==> src/rtl/axi_rd_arbiter.sv <==
// Read-channel controller for a 2-master / 2-slave AXI3 interconnect.
// Round-robin AR arbitration, address decode to S0/S1/default slave,
// grant held until the last R beat. Unmapped reads get DECERR internally.
module axi_rd_arbiter #(
  parameter logic [31:0] S0_BASE = 32'h0000_0000,
  parameter logic [31:0] S1_BASE = 32'h0001_0000
) (
  input  logic        ACLK,
  input  logic        ARESET,
  input  logic [3:0]  ARID_M0,
  input  logic [3:0]  ARID_M1,
  input  logic [31:0] ARADDR_M0,
  input  logic [31:0] ARADDR_M1,
  input  logic [3:0]  ARLEN_M0,
  input  logic [3:0]  ARLEN_M1,
  input  logic [2:0]  ARSIZE_M0,
  input  logic [2:0]  ARSIZE_M1,
  input  logic [1:0]  ARBURST_M0,
  input  logic [1:0]  ARBURST_M1,
  input  logic        ARVALID_M0,
  input  logic        ARVALID_M1,
  output logic        ARREADY_M0,
  output logic        ARREADY_M1,
  output logic [3:0]  RID_M0,
  output logic [3:0]  RID_M1,
  output logic [31:0] RDATA_M0,
  output logic [31:0] RDATA_M1,
  output logic [1:0]  RRESP_M0,
  output logic [1:0]  RRESP_M1,
  output logic        RLAST_M0,
  output logic        RLAST_M1,
  output logic        RVALID_M0,
  output logic        RVALID_M1,
  input  logic        RREADY_M0,
  input  logic        RREADY_M1,
  output logic [7:0]  ARID_S0,
  output logic [7:0]  ARID_S1,
  output logic [31:0] ARADDR_S0,
  output logic [31:0] ARADDR_S1,
  output logic [3:0]  ARLEN_S0,
  output logic [3:0]  ARLEN_S1,
  output logic [2:0]  ARSIZE_S0,
  output logic [2:0]  ARSIZE_S1,
  output logic [1:0]  ARBURST_S0,
  output logic [1:0]  ARBURST_S1,
  output logic        ARVALID_S0,
  output logic        ARVALID_S1,
  input  logic        ARREADY_S0,
  input  logic        ARREADY_S1,
  input  logic [7:0]  RID_S0,
  input  logic [7:0]  RID_S1,
  input  logic [31:0] RDATA_S0,
  input  logic [31:0] RDATA_S1,
  input  logic [1:0]  RRESP_S0,
  input  logic [1:0]  RRESP_S1,
  input  logic        RLAST_S0,
  input  logic        RLAST_S1,
  input  logic        RVALID_S0,
  input  logic        RVALID_S1,
  output logic        RREADY_S0,
  output logic        RREADY_S1,
  output logic        busy
);

  // state | meaning
  // IDLE  | no transaction, arbitrating AR requests
  // ADDR  | AR of granted master forwarded to target (or accepted for DEF)
  // DATA  | R beats routed from target slave to granted master
  // ERR   | default slave returning DECERR beats
  typedef enum logic [1:0] {IDLE, ADDR, DATA, ERR} state_t;

  localparam logic [1:0] TGT_S0  = 2'd0;
  localparam logic [1:0] TGT_S1  = 2'd1;
  localparam logic [1:0] TGT_DEF = 2'd2;

  state_t     state_q, state_d;
  logic       gnt_q, gnt_d;
  logic [1:0] tgt_q, tgt_d;
  logic       rr_last_q, rr_last_d;
  logic [3:0] err_cnt_q, err_cnt_d;
  logic [3:0] err_id_q, err_id_d;

  // Master/slave signals gathered into arrays so the muxes index by gnt/tgt.
  logic [3:0]  arid_m [2];
  logic [31:0] araddr_m [2];
  logic [3:0]  arlen_m [2];
  logic [2:0]  arsize_m [2];
  logic [1:0]  arburst_m [2];
  logic [1:0]  arvalid_m, rready_m, arready_s, rvalid_s, rlast_s;
  logic [3:0]  rid_s [2];
  logic [31:0] rdata_s [2];
  logic [1:0]  rresp_s [2];

  assign arid_m    = '{ARID_M0, ARID_M1};
  assign araddr_m  = '{ARADDR_M0, ARADDR_M1};
  assign arlen_m   = '{ARLEN_M0, ARLEN_M1};
  assign arsize_m  = '{ARSIZE_M0, ARSIZE_M1};
  assign arburst_m = '{ARBURST_M0, ARBURST_M1};
  assign arvalid_m = {ARVALID_M1, ARVALID_M0};
  assign rready_m  = {RREADY_M1, RREADY_M0};
  assign arready_s = {ARREADY_S1, ARREADY_S0};
  assign rvalid_s  = {RVALID_S1, RVALID_S0};
  assign rlast_s   = {RLAST_S1, RLAST_S0};
  assign rid_s     = '{RID_S0[3:0], RID_S1[3:0]};
  assign rdata_s   = '{RDATA_S0, RDATA_S1};
  assign rresp_s   = '{RRESP_S0, RRESP_S1};

  // The master index travels in RID_S[7:4]; routing uses the grant instead.
  logic unused_rid_hi;
  assign unused_rid_hi = ^{RID_S0[7:4], RID_S1[7:4]};

  function automatic logic [1:0] decode(input logic [31:0] addr);
    if (addr[31:16] == S0_BASE[31:16])      return TGT_S0;
    else if (addr[31:16] == S1_BASE[31:16]) return TGT_S1;
    else                                    return TGT_DEF;
  endfunction

  // On a tie the master that was not served last wins.
  logic win;
  assign win = (arvalid_m[0] & arvalid_m[1]) ? ~rr_last_q : arvalid_m[1];

  // State and context registers.
  always_ff @(posedge ACLK or posedge ARESET) begin
    if (ARESET) begin
      state_q   <= IDLE;
      gnt_q     <= 1'b0;
      tgt_q     <= TGT_S0;
      rr_last_q <= 1'b1;
      err_cnt_q <= 4'd0;
      err_id_q  <= 4'd0;
    end else begin
      state_q   <= state_d;
      gnt_q     <= gnt_d;
      tgt_q     <= tgt_d;
      rr_last_q <= rr_last_d;
      err_cnt_q <= err_cnt_d;
      err_id_q  <= err_id_d;
    end
  end

  // Next-state and context update.
  always_comb begin
    state_d   = state_q;
    gnt_d     = gnt_q;
    tgt_d     = tgt_q;
    rr_last_d = rr_last_q;
    err_cnt_d = err_cnt_q;
    err_id_d  = err_id_q;
    case (state_q)
      IDLE: if (|arvalid_m) begin
        gnt_d   = win;
        tgt_d   = decode(araddr_m[win]);
        state_d = ADDR;
      end
      ADDR: begin
        if (!arvalid_m[gnt_q]) begin
          state_d = IDLE;
        end else if (tgt_q == TGT_DEF) begin
          err_cnt_d = arlen_m[gnt_q];
          err_id_d  = arid_m[gnt_q];
          state_d   = ERR;
        end else if (arready_s[tgt_q[0]]) begin
          state_d = DATA;
        end
      end
      DATA: if (rvalid_s[tgt_q[0]] & rready_m[gnt_q] & rlast_s[tgt_q[0]]) begin
        rr_last_d = gnt_q;
        state_d   = IDLE;
      end
      ERR: if (rready_m[gnt_q]) begin
        if (err_cnt_q == 4'd0) begin
          rr_last_d = gnt_q;
          state_d   = IDLE;
        end else begin
          err_cnt_d = err_cnt_q - 4'd1;
        end
      end
      default: state_d = IDLE;
    endcase
  end

  logic [1:0]  arready_mo, rvalid_mo, rlast_mo, arvalid_so, rready_so;
  logic [3:0]  rid_mo [2];
  logic [31:0] rdata_mo [2];
  logic [1:0]  rresp_mo [2];
  logic [7:0]  arid_so [2];
  logic [31:0] araddr_so [2];
  logic [3:0]  arlen_so [2];
  logic [2:0]  arsize_so [2];
  logic [1:0]  arburst_so [2];

  // Output routing: only the granted master and target slave see anything.
  always_comb begin
    arready_mo = '0;
    rvalid_mo  = '0;
    rlast_mo   = '0;
    arvalid_so = '0;
    rready_so  = '0;
    rid_mo     = '{default: '0};
    rdata_mo   = '{default: '0};
    rresp_mo   = '{default: '0};
    arid_so    = '{default: '0};
    araddr_so  = '{default: '0};
    arlen_so   = '{default: '0};
    arsize_so  = '{default: '0};
    arburst_so = '{default: '0};
    case (state_q)
      ADDR: begin
        if (tgt_q == TGT_DEF) begin
          arready_mo[gnt_q] = 1'b1;
        end else begin
          arvalid_so[tgt_q[0]] = arvalid_m[gnt_q];
          arid_so[tgt_q[0]]    = {3'b000, gnt_q, arid_m[gnt_q]};
          araddr_so[tgt_q[0]]  = araddr_m[gnt_q];
          arlen_so[tgt_q[0]]   = arlen_m[gnt_q];
          arsize_so[tgt_q[0]]  = arsize_m[gnt_q];
          arburst_so[tgt_q[0]] = arburst_m[gnt_q];
          arready_mo[gnt_q]    = arready_s[tgt_q[0]];
        end
      end
      DATA: begin
        rid_mo[gnt_q]        = rid_s[tgt_q[0]];
        rdata_mo[gnt_q]      = rdata_s[tgt_q[0]];
        rresp_mo[gnt_q]      = rresp_s[tgt_q[0]];
        rlast_mo[gnt_q]      = rlast_s[tgt_q[0]];
        rvalid_mo[gnt_q]     = rvalid_s[tgt_q[0]];
        rready_so[tgt_q[0]]  = rready_m[gnt_q];
      end
      ERR: begin
        rvalid_mo[gnt_q] = 1'b1;
        rresp_mo[gnt_q]  = 2'b11;
        rid_mo[gnt_q]    = err_id_q;
        rlast_mo[gnt_q]  = (err_cnt_q == 4'd0);
      end
      default: ;
    endcase
  end

  assign busy = (state_q != IDLE);

  assign ARREADY_M0 = arready_mo[0];
  assign ARREADY_M1 = arready_mo[1];
  assign RVALID_M0  = rvalid_mo[0];
  assign RVALID_M1  = rvalid_mo[1];
  assign RLAST_M0   = rlast_mo[0];
  assign RLAST_M1   = rlast_mo[1];
  assign RID_M0     = rid_mo[0];
  assign RID_M1     = rid_mo[1];
  assign RDATA_M0   = rdata_mo[0];
  assign RDATA_M1   = rdata_mo[1];
  assign RRESP_M0   = rresp_mo[0];
  assign RRESP_M1   = rresp_mo[1];
  assign ARVALID_S0 = arvalid_so[0];
  assign ARVALID_S1 = arvalid_so[1];
  assign RREADY_S0  = rready_so[0];
  assign RREADY_S1  = rready_so[1];
  assign ARID_S0    = arid_so[0];
  assign ARID_S1    = arid_so[1];
  assign ARADDR_S0  = araddr_so[0];
  assign ARADDR_S1  = araddr_so[1];
  assign ARLEN_S0   = arlen_so[0];
  assign ARLEN_S1   = arlen_so[1];
  assign ARSIZE_S0  = arsize_so[0];
  assign ARSIZE_S1  = arsize_so[1];
  assign ARBURST_S0 = arburst_so[0];
  assign ARBURST_S1 = arburst_so[1];

endmodule

==> config.mk <==
export PLATFORM = sky130hd
export DESIGN_NAME = axi_rd_arbiter
export DESIGN_NICKNAME = d
export VERILOG_FILES = /design/src/rtl/axi_rd_arbiter.sv
export SDC_FILE = /design/constraint.sdc
export NUM_CORES = 1
export LEC_CHECK = 0
export ABC_AREA = 1
export ABC_CLOCK_PERIOD_IN_PS = 4200
export CORE_AREA = 2 2 142 144
export DETAILED_ROUTE_END_ITERATION = 6
export DIE_AREA = 0 0 144 146
export GPL_TIMING_DRIVEN = 0
export PLACE_DENSITY = 0.5
export SYNTH_ARGS = -nofsm -noshare
export SYNTH_HDL_FRONTEND = slang
export SYNTH_SLANG_ARGS = --single-unit
==> constraint.sdc <==
create_clock -name ACLK -period 4.2 [get_ports ACLK]
set_clock_uncertainty 0.1 [all_clocks]
set_input_delay 0.42 -clock ACLK [delete_from_list [all_inputs] [get_ports ACLK]]
set_output_delay 0.42 -clock ACLK [all_outputs]
set_load 0.005 [all_outputs]
==> flow_summary.ini <==
; flow metrics
[outcome]
outcome = finished, final reports clean

[logic_synthesis]
yosysWarnings = 0
flop_cell = dfrtp_1
synth_flops = 14
ys_area_um2 = 2810
yosys.cell_types.count = 24
yosys.area.top_type = nor2_1

[clock_network]
cts.sinks = 14
post-cts-setup-buffers = 0
cts-root-buf = clkbuf_16

[placement]
port_buffers = 356
placed_area_um2 = 6720

[min_path]
hp-start = err_id_q[3]

[sta]
hold_slack_ns = 0.380
slew_headroom_pct = 54.3
rsz0062_at_grt = false

[floorplan]
dieWidth_um = 144
core_area_um2 = 19300

[power]
vdd_ir_drop_max_v = 0.000115
sequentialPowerShare_pct = 13.6
leakage_uw = 0.00276
p_comb_uw = 1310

[critical_path]
r2r_start = tgt_q[0]
cp-start-kind = flop
cp-startpoint = tgt_q[0]
arrival_ns = 2.45

[final_layout]
finalInstanceArea_um2 = 6810
antenna_cells = 0

[run]
tool_warnings = 34

[route]
wl_per_cell_um = 16.0
==> critical path, stage by stage, from the launching register on <==
cell,delay (ns)
dfrtp_1,0.35
buf_2,0.19
inv_2,0.12
buf_2,0.26
nand3_1,0.14
buf_2,0.22
buf_2,0.24
nor2_1,0.14
clkdlybuf4s50_1,0.53
==> metal layers <==
metal | wire [µm] | track usage (%)
met5 | 0 | 0
met3 | 1300 | 3.19
met2 | 9170 | 29.7
met1 | 7700 | 20.7
met4 | 132 | 2.01
==> cells in the final DEF, fill, tap and decap left out, types with 4 or more instances in the layout <==
| cell type | synthesis | routed |
|---|---|---|
| mux2i_1 | 66 | 66 |
| nor2_1 | 200 | 200 |
| inv_1 | 34 | 34 |
| buf_4 | 7 | 7 |
| buf_2 | 17 | 17 |
| clkdlybuf4s50_1 | 0 | 356 |
| o21ai_0 | 28 | 28 |
| nand3_1 | 16 | 16 |
| clkbuf_1 | 8 | 8 |
| conb_1 | 1 | 6 |
| nand2_1 | 103 | 103 |
| dfrtp_1 | 13 | 13 |
| a21oi_1 | 4 | 4 |
==> cell type report <==
cell class | count | area (µm²)
Fill cell | 2149 | 12500
Multi-Input combinational cell | 434 | 2150
Inverter | 37 | 139
Buffer | 36 | 190
Tap cell | 265 | 332
Clock buffer | 4 | 88.8
Sequential cell | 14 | 352
Timing Repair Buffer | 356 | 3560
==> per-stage QoR <==
stage	total power (µW)	util [%]	setup WS (ns)	cells
finish	1750	35.2	1.23	1146
global route	1930	35.2	1.09	1146
CTS	1780	35.2	1.17	1146
detailed placement	1570	34.8	1.45	1142
global placement	1560	34.8	1.46	1142
floorplan	937	-	2.42	521
==> logic make-up after synthesis <==
group           share of synthesized area [%]
compound gates                           6.01
fa+ha+maj                               0.445
simple gates                             45.7
buf+inv                                  11.7
mux                                      23.5
flops                                    12.5
other cells                             0.133
==> images/pins.png <==
The bar under the picture is 50 µm long. Pins as bars across the die edge, other pins in grey.
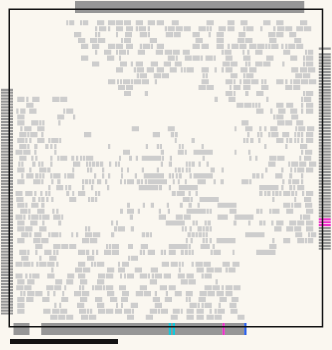
legend:
  ACLK:
    colour: blue
    pins: 1
    direction: input
    edge: south
  ARBURST_S1:
    colour: cyan
    pins: 2
    direction: output
    edge: south
  ARID_M0:
    colour: magenta
    pins: 4
    direction: input
    edge: 3 east, 1 south

==> images/port_nets.png <==
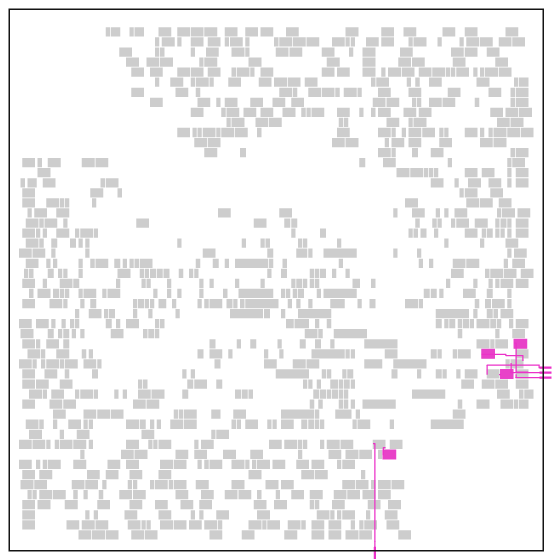
legend:
  ARID_M0:
    colour: magenta
    bits: 4
    direction: input
    edge: 3 east, 1 south
    end_cells: 4
    buffers: 4
    wire: 92.1 µm

Power and IR drop assume default switching activity.
